File: config.mk
export PLATFORM = sky130hd
export DESIGN_NAME = rr_grant_gen_flat
export DESIGN_NICKNAME = d
export VERILOG_FILES = /design/src/rtl/rr_grant_pkg.sv /design/src/rtl/rr_grant_gen_if.sv /design/src/rtl/rr_grant_gen_pick.sv /design/src/rtl/rr_grant_gen.sv /design/src/flat_wrapper.sv
export SDC_FILE = /design/constraint.sdc
export NUM_CORES = 1
export LEC_CHECK = 0
export ABC_AREA = 1
export CORE_MARGIN = 1.5
export CORE_UTILIZATION = 30
export CTS_CLUSTER_SIZE = 16
export DETAILED_ROUTE_END_ITERATION = 16
export GPL_ROUTABILITY_DRIVEN = 0
export GPL_TIMING_DRIVEN = 0
export HOLD_SLACK_MARGIN = 0.03
export PLACE_DENSITY = 0.53
export SYNTH_ARGS = -nofsm -noshare
export SYNTH_HDL_FRONTEND = slang
export SYNTH_HIERARCHICAL = 1
export SYNTH_SLANG_ARGS = --single-unit
File: constraint.sdc
create_clock -name clk -period 3.6 [get_ports clk]
set_clock_uncertainty 0.2 [all_clocks]
set_input_delay 1.08 -clock clk [delete_from_list [all_inputs] [get_ports clk]]
set_output_delay 1.08 -clock clk [all_outputs]
set_load 0.005 [all_outputs]
File: src/rtl/rr_grant_pkg.sv
// rtl/rr_grant_pkg.sv - shared constants and state type for the round-robin grant generator
package rr_grant_pkg;

  localparam int N_REQ  = 8;
  localparam int PTR_W  = 3;
  localparam int HOLD_W = 8;

  typedef enum logic {
    IDLE  = 1'b0,
    GRANT = 1'b1
  } state_e;

endpackage

File: src/rtl/rr_grant_gen_if.sv
// rtl/rr_grant_gen_if.sv - request/grant bundle between requesters and the grant generator
interface rr_grant_gen_if;
  import rr_grant_pkg::*;

  logic [N_REQ-1:0] req;
  logic             ack;
  logic [N_REQ-1:0] gnt;
  logic             gnt_valid;
  logic             enc_dis;
  logic             timeout;

  // requester / consumer side
  modport master (
    output req,
    output ack,
    input  gnt,
    input  gnt_valid,
    input  enc_dis,
    input  timeout
  );

  // grant generator side
  modport slave (
    input  req,
    input  ack,
    output gnt,
    output gnt_valid,
    output enc_dis,
    output timeout
  );

endinterface

File: src/rtl/rr_grant_gen_pick.sv
// rtl/rr_grant_gen_pick.sv - combinational rotating-priority winner select starting at ptr
module rr_pick
  import rr_grant_pkg::*;
(
  input  logic [N_REQ-1:0] req,
  input  logic [PTR_W-1:0] ptr,
  output logic [PTR_W-1:0] winner,
  output logic             any_req
);

  logic [PTR_W-1:0] idx;

  // scan from farthest to nearest offset so the nearest requester at or above ptr wins
  always_comb begin
    winner  = '0;
    any_req = 1'b0;
    idx     = '0;
    for (int i = N_REQ - 1; i >= 0; i--) begin
      idx = ptr + PTR_W'(i);
      if (req[idx]) begin
        winner  = idx;
        any_req = 1'b1;
      end
    end
  end

endmodule

File: src/rtl/rr_grant_gen.sv
// rtl/rr_grant_gen.sv - round-robin one-hot grant FSM; optional hold timeout under RR_GRANT_TIMEOUT_EN
module rr_grant_gen
  import rr_grant_pkg::*;
#(
  parameter int TIMEOUT_CYCLES = 15
) (
  input  logic          clk,
  input  logic          rst,
  rr_grant_gen_if.slave bus
);

  // an out-of-range timeout refuses to elaborate
  if (TIMEOUT_CYCLES < 1 || TIMEOUT_CYCLES > 255) begin : g_bad_timeout
    rr_grant_gen_illegal_timeout_cycles u_bad ();
  end

  state_e           state_q, state_d;
  logic [PTR_W-1:0] ptr_q, ptr_d;
  logic [PTR_W-1:0] win_q, win_d;
  logic [N_REQ-1:0] gnt_q, gnt_d;
  logic             timeout_q, timeout_d;
  logic [PTR_W-1:0] pick_idx;
  logic             pick_any;

`ifdef RR_GRANT_TIMEOUT_EN
  localparam logic [HOLD_W-1:0] HOLD_LIMIT = HOLD_W'(TIMEOUT_CYCLES);
  logic [HOLD_W-1:0] hold_q, hold_d;
`endif

  rr_pick u_pick (
    .req     (bus.req),
    .ptr     (ptr_q),
    .winner  (pick_idx),
    .any_req (pick_any)
  );

  // next-state, next-grant and pointer advance
  always_comb begin
    state_d   = state_q;
    ptr_d     = ptr_q;
    win_d     = win_q;
    gnt_d     = gnt_q;
    timeout_d = 1'b0;
`ifdef RR_GRANT_TIMEOUT_EN
    hold_d    = hold_q;
`endif
    case (state_q)
      IDLE: begin
        gnt_d = '0;
        if (pick_any) begin
          state_d = GRANT;
          win_d   = pick_idx;
          gnt_d   = {{(N_REQ-1){1'b0}}, 1'b1} << pick_idx;
`ifdef RR_GRANT_TIMEOUT_EN
          hold_d  = '0;
`endif
        end
      end
      GRANT: begin
        if (bus.ack) begin
          state_d = IDLE;
          gnt_d   = '0;
          ptr_d   = win_q + PTR_W'(1);
        end
`ifdef RR_GRANT_TIMEOUT_EN
        else if (hold_q + HOLD_W'(1) == HOLD_LIMIT) begin
          state_d   = IDLE;
          gnt_d     = '0;
          ptr_d     = win_q + PTR_W'(1);
          timeout_d = 1'b1;
          hold_d    = '0;
        end else begin
          hold_d = hold_q + HOLD_W'(1);
        end
`endif
      end
      default: begin
        state_d = IDLE;
        gnt_d   = '0;
      end
    endcase
  end

  // state register; reset overrides any ack or request on the same edge
  always_ff @(posedge clk) begin
    if (rst) begin
      state_q   <= IDLE;
      ptr_q     <= '0;
      win_q     <= '0;
      gnt_q     <= '0;
      timeout_q <= 1'b0;
`ifdef RR_GRANT_TIMEOUT_EN
      hold_q    <= '0;
`endif
    end else begin
      state_q   <= state_d;
      ptr_q     <= ptr_d;
      win_q     <= win_d;
      gnt_q     <= gnt_d;
      timeout_q <= timeout_d;
`ifdef RR_GRANT_TIMEOUT_EN
      hold_q    <= hold_d;
`endif
    end
  end

  assign bus.gnt       = gnt_q;
  assign bus.gnt_valid = |gnt_q;
  assign bus.enc_dis   = ~(|gnt_q);
`ifdef RR_GRANT_TIMEOUT_EN
  assign bus.timeout   = timeout_q;
`else
  assign bus.timeout   = 1'b0;
`endif

endmodule
File: src/flat_wrapper.sv
// flat-port wrapper written by rule: the top's interface ports become plain ports
module rr_grant_gen_flat import rr_grant_pkg::*;
#(
  parameter int TIMEOUT_CYCLES = 15
)
  (clk, rst, bus_req, bus_ack, bus_gnt, bus_gnt_valid, bus_enc_dis, bus_timeout);
  rr_grant_gen_if bus_i ();
  input  logic clk;
  input  logic rst;
  input wire logic [$bits(bus_i.req)-1:0] bus_req;
  input wire logic [$bits(bus_i.ack)-1:0] bus_ack;
  output wire logic [$bits(bus_i.gnt)-1:0] bus_gnt;
  output wire logic [$bits(bus_i.gnt_valid)-1:0] bus_gnt_valid;
  output wire logic [$bits(bus_i.enc_dis)-1:0] bus_enc_dis;
  output wire logic [$bits(bus_i.timeout)-1:0] bus_timeout;
  assign bus_i.req = bus_req;
  assign bus_i.ack = bus_ack;
  assign bus_gnt = bus_i.gnt;
  assign bus_gnt_valid = bus_i.gnt_valid;
  assign bus_enc_dis = bus_i.enc_dis;
  assign bus_timeout = bus_i.timeout;
  rr_grant_gen #(.TIMEOUT_CYCLES(TIMEOUT_CYCLES)) u_core (.clk(clk), .rst(rst), .bus(bus_i));
endmodule
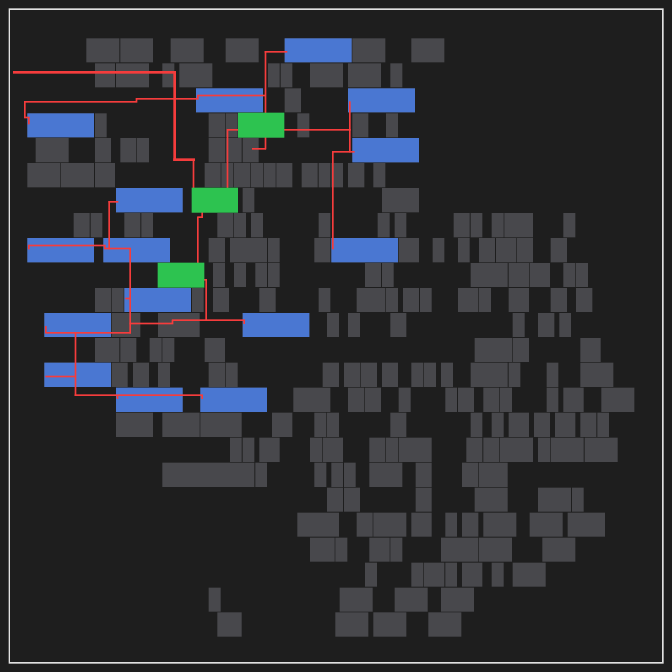
run_1/clock_wires.png
legend:
  clock-net drivers:
    colour: green
    count: 3
  clock wires:
    colour: red
    length: 209 um
  flip-flops:
    colour: blue
    count: 15
routed clock nets: 4

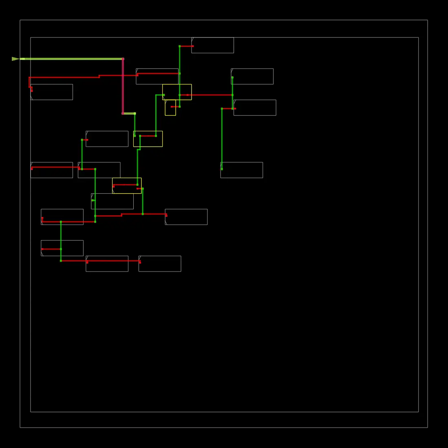
run_1/clock_nets.png
Clk Latency, worst-skew pair: 0.24 ns
total clock sinks: 15
clock buffer count in the final layout: 3
total clock network power: 0.135 mW

==> flow_summary.toml, run 1 <==
# yosys + openroad results
[worst_setup_path]
r2r_setup_slack_ns = 0.73
reg2regPathDepth = 19
critical-path-top-cell-by-count = "sky130_fd_sc_hd__nand2_1"
worst_r2r_endpoint = "u_core/bus.gnt[2]$_SDFFE_PP0P_"
cell_by_cell_listing_of_the_critical_path = "clkdlybuf4s50_1 > nand2_1 > nand3_1 > nand3_1 > nand2_1 > a21oi_1 > nand3_1 > nand2_1 > nand2_1 > nand2_1 > a21oi_2 > inv_1 > nor2_1 > nand3_1 > a21oi_1"
critPathTopFamily = "simple AND/OR/NAND/NOR gates"
slowest_delay_ns = 0.53
critical_path.slowest_cell = "sky130_fd_sc_hd__clkdlybuf4s50_1"
cp_max_fo = 5
critPathCaptureType = "flop"
cp-startpoint = "bus_req[1]"
worst_setup_path_endpoint = "u_core/bus.gnt[2]$_SDFFE_PP0P_"
crit_buf_inv = 2
critPathKind = "primary input to flop"
signal_arrival_time_at_the_worst_endpoint_ns = 3.10
startpoint_type = "primary input"
cp_data_required_time_ns = 3.58
rr_startpoint = "u_core/ptr_q[0]$_SDFFE_PP0P_"
critical_path_depth = 15

[cts]
postCtsSetupRepairBufs = 0
clock_path_buffers = 2
total_cts_buffers = 3
ctsHtreeMaxLevel = 1
root_buffer = "sky130_fd_sc_hd__clkbuf_8"
cts.repair.resized = 0
register_clock_pin_slew_on_the_reported_worst_setup_and_hold_paths_ns = 0.06
number_of_hold_buffers_added_after_cts = 0
cts_tree = "done"

[routing]
postRouteAntennaNets = 0
route.detailed.wl_per_inst_um = 11.6
drtPass1Iterations = 4
detailroute.via_count = 1351
avgViaCountPerCell = 4.76
drt_iter0_markers = 66
drc = 0
routed_wirelength_um = 3290

[power]
net_switching_mw = 0.291
power.largest_group = "combinational logic"
seq_power_mw = 0.196
comb_power_mw = 0.378
internal_power_mw = 0.418
max-vdd-ir-drop_mv = 0.255
combPwrFrac_pct = 53.3
switching_share_pct = 41.0
power-per-cell-area_nw_per_um2 = 417
power_mw = 0.709
clock_power_share_pct = 19.1
power.leakage_nw = 0.760
share_seq_of_total_power_pct = 27.6

[cells_and_area]
numSequentialCells = 15
logic_gates = 163
finish.cell_count_without_fillers = 284
fraction_of_final_layout_cells_sized_beyond_drive_strength_1_pct = 23.7
seq_area_share_pct = 17.7
layout-area-overhead-vs-synth_pct = 22.4
logic_area_um2 = 927
non_clock_buffering_overhead_pct = 15.6
n_all_buffers = 27
finalCoreUtilization_pct = 38.5
postLayoutCellArea_um2 = 1700
largest_cell_class = "logic gates"
commonest_cells_after_routing_fill_and_taps_aside = "sky130_fd_sc_hd__nand2_1 (53), sky130_fd_sc_hd__nand3_1 (32), sky130_fd_sc_hd__a21oi_1 (22)"
largest_register_ffs = 8
final_net_count = 247
layout.clock.cell_area_share_pct = 2.72
sequential_cell_area_um2 = 300
lay_top_count = "sky130_fd_sc_hd__nand2_1"
num_antenna_cells = 0
final.fill_count = 482
non_clock_inverter_count = 23
sh_comb_area_pct = 54.5

[die]
floorplan.core_area_um2 = 4410
well_tap_count = 52
num_rows = 24
floorplanUtilization_pct = 31.5
die_area_um2 = 5050
die.size.x_um = 71.0
die-height_um = 71.0
io-pin-count = 22

[placement]
numPortBuffers = 20
placedCellCount = 280
dpl.hpwl_um = 2660
pre_cts_slack_ns = 0.219
dpl-instance-area_um2 = 1650

[grt]
grt_pass1_vias = 1225
grt_max_degree = 11
grt_pass1_wl_um = 5490
initial_antenna_violation_count = 0
grtUsageTotal_pct = 13.3
grt_overflow = 0

[outcome]
status = "completed"

[synth]
ys_chip_area_um2 = 1390
synth-warning-count = 6
proportion_of_synthesized_flip_flops_having_asynchronous_set_or_reset_pct = 0
fp_nets = 222
postSynth.topFlopCell = "sky130_fd_sc_hd__dfxtp_1"
netlist_top_cells_area = "sky130_fd_sc_hd__dfxtp_1 (22%), sky130_fd_sc_hd__nand2_1 (14%), sky130_fd_sc_hd__nand3_1 (12%)"
syn-instance-count = 208
synthesis.area_per_instance_um2 = 6.68
numSynthFlops = 15
area_share_of_the_largest_cell_type_after_synthesis_pct = 21.6
synth_cell_types = 32
netlist.top_cell.by_instances = "sky130_fd_sc_hd__nand2_1"
synth-edff-count = 0
post_synth_most_frequent_cells = "sky130_fd_sc_hd__nand2_1 (53), sky130_fd_sc_hd__nand3_1 (32), sky130_fd_sc_hd__a21oi_1 (22), sky130_fd_sc_hd__dfxtp_1 (15), sky130_fd_sc_hd__inv_1 (15)"
mappedNetlistArea_um2 = 1390
ys_seq_share_pct = 21.6
synth_stat.cells = 208
post-synth-top-area-cell = "sky130_fd_sc_hd__dfxtp_1"

[sta]
final.hold.worst_slack_ns = 0.276
timing.setup.tns_ns = 0
grt_setup_unrepaired = "false"
max_freq_ghz = 0.320
slew_violations = 0
timing.final.hold_violations = 0
worst_slack_ns = 0.476
final_min_period_over_clock_period_pct = 86.8
period_minus_slack_ns = 3.12
setup_viol = 0

[worst_hold_path]
hold_path.startpoint = "u_core/win_q[2]$_SDFFE_PP0P_"
worst_hold_path_type = "flop to flop"
worst_hold_path.endpoint = "u_core/win_q[2]$_SDFFE_PP0P_"
holdPathStages = 2

[run]
max_cap_violations = 0
tool_warnings = 27
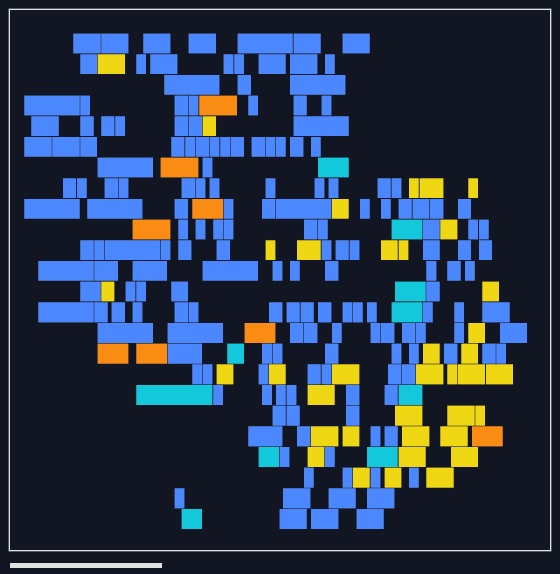
run_1/sizing.png
The bar under the picture is 20 um long.
legend:
  x2:
    colour: yellow
    cells: 37
  x1 and smaller:
    colour: blue
    cells: 177
  x3 and x4:
    colour: cyan
    cells: 10
  x6 and larger:
    colour: orange
    cells: 8

[run 1: cell families (layout without fill, tap and decap cells)]
group | count (synthesis) | in the layout | synth area share, %
AND/OR/NAND/NOR | 130 | 130 | 50.6
buffers and inverters | 30 | 54 | 11.6
AND-OR/OR-AND | 27 | 27 | 10.5
flip-flops | 15 | 15 | 21.6
adder cells (fa/ha/maj) | 3 | 3 | 2.70
XOR/XNOR | 2 | 2 | 2.61
other | 1 | 1 | 0.270
[run 1: metal layers]
layer / share of wire [%] / global-route usage [%] / up-vias
met5: 0 / 0 / -
met4: 1.3 / 3.77 / 0
met3: 2.3 / 1.42 / 6
met2: 42 / 19.6 / 18
met1: 54 / 20.3 / 597
li1: - / - / 730
--- run 2 (diff from run 1) ---
Settings changed: PLACE_DENSITY 0.53 to unset, PLACE_DENSITY_LB_ADDON set to 0.12.
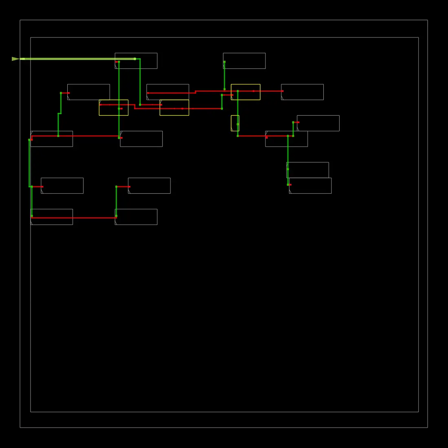
run_2/clock_nets.png
total CTS buffers: 3
total clock network power: 0.132 mW
clock buffer count in the final layout: 4
flop count: 15

==> flow_summary.toml, run 2 <==
# yosys + openroad results
[outcome]
status = "completed"

[synth]
xor_area_share_pct = 2.61
synth-warning-count = 6
synth_stat.cells = 208
numSynthFlops = 15
synthSimpleGateAreaFrac_pct = 50.6
netlist.top_cell.by_instances = "sky130_fd_sc_hd__nand2_1"
ys_top_logic_family = "simple AND/OR/NAND/NOR gates"
ys_chip_area_um2 = 1390
synthesis.area_per_instance_um2 = 6.68
area_share_of_the_largest_cell_type_after_synthesis_pct = 21.6
fp_nets = 222
post-synth-top-area-cell = "sky130_fd_sc_hd__dfxtp_1"
syn-instance-count = 208
synth.cellmix.compoundShare_pct = 10.5
proportion_of_synthesized_flip_flops_having_asynchronous_set_or_reset_pct = 0
muxShareOfSynthArea_pct = 0
netlist_top_cells_area = "sky130_fd_sc_hd__dfxtp_1 (22%), sky130_fd_sc_hd__nand2_1 (14%), sky130_fd_sc_hd__nand3_1 (12%)"
synth_cell_types = 32

[worst_setup_path]
cp_data_required_time_ns = 3.57
signal_arrival_time_at_the_worst_endpoint_ns = 3.05
critPathKind = "primary input to flop"
rr_startpoint = "u_core/ptr_q[0]$_SDFFE_PP0P_"
critical_path.slowest_cell = "sky130_fd_sc_hd__clkdlybuf4s50_1"
cp_max_fo = 5
slowest_delay_ns = 0.50
startpoint_type = "primary input"

[sta]
slew_violations = 0
final_min_period_over_clock_period_pct = 85.6
worst_slack_ns = 0.517
final.hold.worst_slack_ns = 0.274
timing.setup.tns_ns = 0
period_minus_slack_ns = 3.08
grt_setup_unrepaired = "false"
timing.final.hold_violations = 0
setup_viol = 0

[cts]
number_of_hold_buffers_added_after_cts = 0
cts_tree = "done"
register_clock_pin_slew_on_the_reported_worst_setup_and_hold_paths_ns = 0.06
clk-insertion-delay-late_ns = 0.24
cts_num_sinks = 15
root_buffer = "sky130_fd_sc_hd__clkbuf_8"
clock_path_buffers = 2
postCtsSetupRepairBufs = 0
cts.repair.resized = 0

[grt]
grt_max_degree = 11
grt_pass1_wl_um = 5400
grt_overflow = 0
grt_pass1_vias = 1249
initial_antenna_violation_count = 0
use_met1_pct = 18.2
met3_usage_grt_pct = 2.99
grtUsageTotal_pct = 12.9

[cells_and_area]
logic_gates = 163
final.fill_count = 486
sh_comb_area_pct = 54.6
commonest_cells_after_routing_fill_and_taps_aside = "sky130_fd_sc_hd__nand2_1 (53), sky130_fd_sc_hd__nand3_1 (32), sky130_fd_sc_hd__a21oi_1 (22)"
n_all_buffers = 27
seq_area_share_pct = 17.7
layout-area-overhead-vs-synth_pct = 22.3
fraction_of_final_layout_cells_sized_beyond_drive_strength_1_pct = 23.3
lay_top_count = "sky130_fd_sc_hd__nand2_1"
logic_area_um2 = 927
final_net_count = 247
num_antenna_cells = 0
non_clock_buffering_overhead_pct = 15.6

[power]
max-vdd-ir-drop_mv = 0.212
internal_power_mw = 0.420
share_seq_of_total_power_pct = 28.0
power.largest_group = "combinational logic"
net_switching_mw = 0.281
power.leakage_nw = 0.757
power_mw = 0.701
seq_power_mw = 0.196
clock_power_share_pct = 18.8
switching_share_pct = 40.1

[routing]
route.detailed.wl_per_inst_um = 11.0
postRouteAntennaNets = 0
met3_length_um = 95
avgViaCountPerCell = 4.69
drc = 0
detailroute.via_count = 1333
drt_iter0_markers = 105
total_length_of_routed_met2_wires_um = 1360

[placement]
dpl-instance-area_um2 = 1650
dpl.hpwl_um = 2550

[die]
die_area_um2 = 5050
floorplan.core_area_um2 = 4410
num_rows = 24
die.size.x_um = 71.0
die-height_um = 71.0
io-pin-count = 22

[run]
tool_warnings = 27
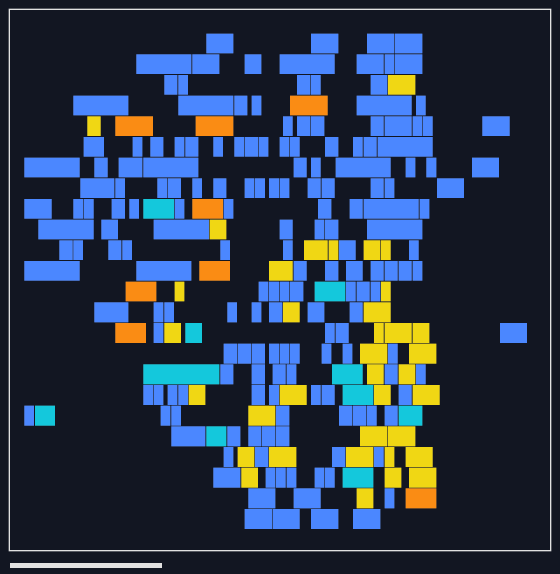
run_2/sizing.png
The bar under the picture is 20 um long.
legend:
  x2:
    colour: yellow
    cells: 36
  x6 and larger:
    colour: orange
    cells: 8
  x3 and x4:
    colour: cyan
    cells: 10
  x1 and smaller:
    colour: blue
    cells: 178

## run 2: cell types whose count changed in the layout (fill, tap and decap cells not counted)
cell                       change
sky130_fd_sc_hd__clkbuf_1      +1
sky130_fd_sc_hd__clkinv_2      -1
## run 2: final timing paths
check	to	slack (ns)	depth (start not counted)
max	u_core/bus.gnt[2]$_SDFFE_PP0P_	0.52	17
min	u_core/bus.gnt[3]$_SDFFE_PP0P_	0.27	2
min reg2reg	u_core/bus.gnt[3]$_SDFFE_PP0P_	0.27	2
max reg2reg	u_core/bus.gnt[2]$_SDFFE_PP0P_	0.78	19
## run 2: worst max-delay path, delay by kind of cell
kind / cells / cell delay, ns
AOI/OAI and AO/OA: 2 / 0.34
buffers and inverters: 3 / 0.62
and+or+nand+nor: 12 / 1.01
No activity file was given, so power comes from the tool's default toggle rates.
